## config.mk

```make
export PLATFORM = sky130hd
export DESIGN_NAME = muxn_sync
export DESIGN_NICKNAME = d
export VERILOG_FILES = /design/src/rtl/muxn_sync.sv
export SDC_FILE = /design/constraint.sdc
export NUM_CORES = 1
export LEC_CHECK = 0
export CAP_MARGIN = 20
export CELL_PAD_IN_SITES_DETAIL_PLACEMENT = 0
export CELL_PAD_IN_SITES_GLOBAL_PLACEMENT = 1
export CORE_ASPECT_RATIO = 1.1
export CORE_UTILIZATION = 23
export CTS_BUF_LIST = sky130_fd_sc_hd__clkbuf_8
export DETAILED_ROUTE_END_ITERATION = 6
export GPL_ROUTABILITY_DRIVEN = 0
export PLACE_DENSITY_LB_ADDON = 0.1
export SLEW_MARGIN = 15
export SYNTH_ARGS = -nofsm -noshare
export SYNTH_HDL_FRONTEND = slang
export SYNTH_SLANG_ARGS = --single-unit
```

## constraint.sdc

```tcl
create_clock -name i_clk -period 1.15 [get_ports i_clk]
set_input_delay 0.23 -clock i_clk [delete_from_list [all_inputs] [get_ports i_clk]]
set_output_delay 0.23 -clock i_clk [all_outputs]
set_load 0.01 [all_outputs]
```

## src/rtl/muxn_sync.sv

```systemverilog
// muxn_sync: N-channel registered multiplexer with deferred source switching.
//
// A channel-select request is captured into a pending register and only
// becomes the active select on an update strobe, typically frame start or
// vsync. Sources in the pixel path therefore switch cleanly at a frame
// boundary. The selected channel feeds an output register that has a hold
// enable.
//
// Parameters:
//   WIDTH - data width per channel
//   N     - number of input channels (2..16, need not be a power of two)
//   SELW  - select width, 2**SELW >= N
//
// Ports:
//   i_clk   - system clock, rising edge
//   i_rst_n - asynchronous active-low reset
//   i_d     - flattened channel data, channel k at [k*WIDTH +: WIDTH]
//   i_s     - requested channel index
//   i_req   - select-request strobe, i_s sampled when high
//   i_upd   - update strobe, pending select becomes active
//   i_en    - output register enable
//   o_y     - registered selected data
//   o_sel   - currently active channel
//   o_pend  - a request is pending
//   o_err   - one-cycle pulse on an out-of-range request
module muxn_sync #(
  parameter int WIDTH = 32,
  parameter int N     = 4,
  parameter int SELW  = 2
) (
  input  logic               i_clk,
  input  logic               i_rst_n,
  input  logic [N*WIDTH-1:0] i_d,
  input  logic [SELW-1:0]    i_s,
  input  logic               i_req,
  input  logic               i_upd,
  input  logic               i_en,
  output logic [WIDTH-1:0]   o_y,
  output logic [SELW-1:0]    o_sel,
  output logic               o_pend,
  output logic               o_err
);

  // One extra bit so that N itself is representable when N == 2**SELW.
  localparam logic [SELW:0] NUM_CH = (SELW+1)'(N);

  logic [SELW-1:0]  pend_sel;
  logic             s_valid;
  logic [WIDTH-1:0] sel_data;

  assign s_valid = ({1'b0, i_s} < NUM_CH);

  // Channel picked by a compare loop rather than a variable part-select, so a
  // non-power-of-two N never produces an out-of-range slice.
  always_comb begin
    sel_data = '0;
    for (int k = 0; k < N; k++) begin
      if (o_sel == SELW'(k)) begin
        sel_data = i_d[k*WIDTH +: WIDTH];
      end
    end
  end

  // Select control. A valid request arriving together with an update bypasses
  // the pending register. An invalid request never touches pending state, so
  // an update in the same cycle still commits the older pending value.
  always_ff @(posedge i_clk or negedge i_rst_n) begin
    if (!i_rst_n) begin
      pend_sel <= '0;
      o_pend   <= 1'b0;
      o_sel    <= '0;
      o_err    <= 1'b0;
    end else begin
      o_err <= i_req && !s_valid;
      if (i_req && i_upd && s_valid) begin
        o_sel  <= i_s;
        o_pend <= 1'b0;
      end else if (i_upd && o_pend) begin
        o_sel  <= pend_sel;
        o_pend <= 1'b0;
      end else if (i_req && s_valid) begin
        pend_sel <= i_s;
        o_pend   <= 1'b1;
      end
    end
  end

  // Output register. It uses the select held before this edge, so a switch
  // appears on o_y one edge after o_sel changes.
  always_ff @(posedge i_clk or negedge i_rst_n) begin
    if (!i_rst_n) begin
      o_y <= '0;
    end else if (i_en) begin
      o_y <= sel_data;
    end
  end

endmodule

```

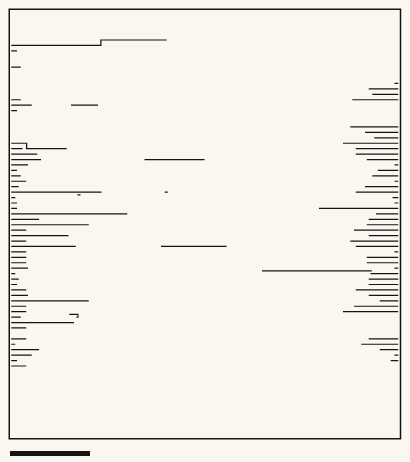
(images/layer_met3.png)
Bar = 20 um.
longest straight run: 28.8 um
nets with wire on the layer: 94
wire length on this layer: 682 um
main direction: horizontal
met3 Resource Use GR: 4.76%
drt total wl: 8910 um
routed via count: 2380

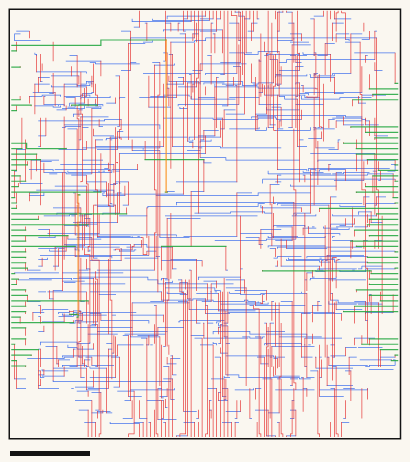
(images/wires.png)
Bar = 20 um.
legend:
  metal 3:
    colour: green
    wire_length: 682 um
  metal 1:
    colour: blue
    wire_length: 3730 um
  metal 2:
    colour: red
    wire_length: 4430 um
  metal 4:
    colour: orange
    wire_length: 68.0 um
WL/cell: 17.4 um
Total Routing Usage GR: 15.5%

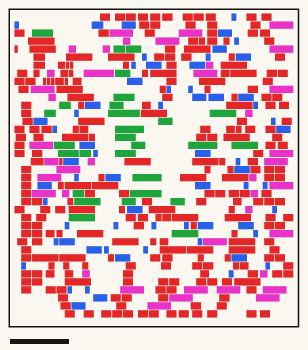
(images/sizes.png)
Bar = 20 um.
legend:
  _0 and _1 cells:
    colour: red
    cells: 261
    most_used: clkdlybuf4s50_1
  _6 and larger:
    colour: green
    cells: 28
    most_used: buf_12
  _3 and _4 cells:
    colour: magenta
    cells: 40
    most_used: mux2i_4
  _2 cells:
    colour: blue
    cells: 64
    most_used: buf_2
final std cell area, no fill: 0.00494 mm^2
Area Overhead vs Synth: 114%

==> impl_metrics.tcl <==
# yosys + openroad results
set metrics [dict create \
    final_period_demand_of_the_worst_path_ns 1.29 \
    ff2ff_path_depth 4 \
    simple_gate_area_share_pct 11.0 \
    met3WireLength_um 682 \
    top_regs "o_y (32), o_sel (2), pend_sel (2)" \
    finish.cell_count_without_fillers 513 \
    worstSetupPathType "reg -> out" \
    wl_met2_um 4430 \
    grt_setup_unrepaired "true" \
    worst_hold_path_type "in -> async" \
    cp_top_family "flip-flops" \
    busiest_layer "met2" \
    floorplan.nets 334 \
    n_clock_buffer 5 \
    drive_above_1_share_pct 33.6 \
    floorplan.core_util_pct 23.6 \
    yosysUniqueCellTypes 17 \
    first_pass_iters 4 \
    final_layout_top_logic_cell "sky130_fd_sc_hd__clkdlybuf4s50_1" \
    top_power_group "combinational logic" \
    timing.fmax_mhz 775 \
    top_register_by_number_of_flip_flops "o_y" \
    clock_insertion_delay_worst_skew_ns 0.29 \
    post_synth_main_logic_family "multiplexers" \
    power.sequential.fraction_pct 29.3 \
    most-common-layout-cells "sky130_fd_sc_hd__clkdlybuf4s50_1, sky130_fd_sc_hd__dfrtp_1, sky130_fd_sc_hd__nand2b_1" \
    synth-edff-count 0 \
    p_per_area_mw_per_mm2 1170 \
    n_multi_input_combinational_cell 145 \
    synthTopCellsByArea "sky130_fd_sc_hd__dfrtp_1, sky130_fd_sc_hd__mux2i_1, sky130_fd_sc_hd__o221ai_1" \
    ys_warn_count 0 \
    synth.largest_area_cell "sky130_fd_sc_hd__dfrtp_1" \
    violated_checks "negative setup slack" \
    sh_seq_area_pct 18.8 \
    worstSetupPathDepth 2 \
    final_worst_setup_slack_ns -0.141 \
    synthAdderAreaFrac_pct 0 \
    outcome "complete, but fails checks" \
    top_layer "met4" \
    layout.cells.largest_class "buffers" \
    grt_remaining_overflow 0 \
    seq_cell_power_w 0.00170 \
    crit_path_start_kind "register" \
    route.detailed.vias_per_inst 4.64 \
    critPathArrivalTime_ns 1.06 \
    cts.reportedPaths.clkPinSlew_ns 0.07 \
    worst_ep_required_time_ns 0.92 \
    synth.top_cells.by_count "sky130_fd_sc_hd__mux2i_1, sky130_fd_sc_hd__dfrtp_1, sky130_fd_sc_hd__nand2b_1" \
    finalHoldViolations 0 \
    grt_pass1_vias 2339 \
    setup_viol 34 \
    crit_buf_inv 2 \
    synthCells 199 \
    timing_max_transition_violations_final 0 \
    p_int_w 0.00404 \
    tool_warnings 29 \
    ys.flops 37 \
    sh_comb_area_pct 34.2 \
    netlist.area_leader.share_pct 40.1 \
    final.setup_skew_ns 0.00885 \
    timing.critical_path.cells "buf_8 > buf_6" \
    clk_share_pct 2.71 \
    share_clk_of_total_power_pct 23.6 \
    core_mm2 0.00979 \
]
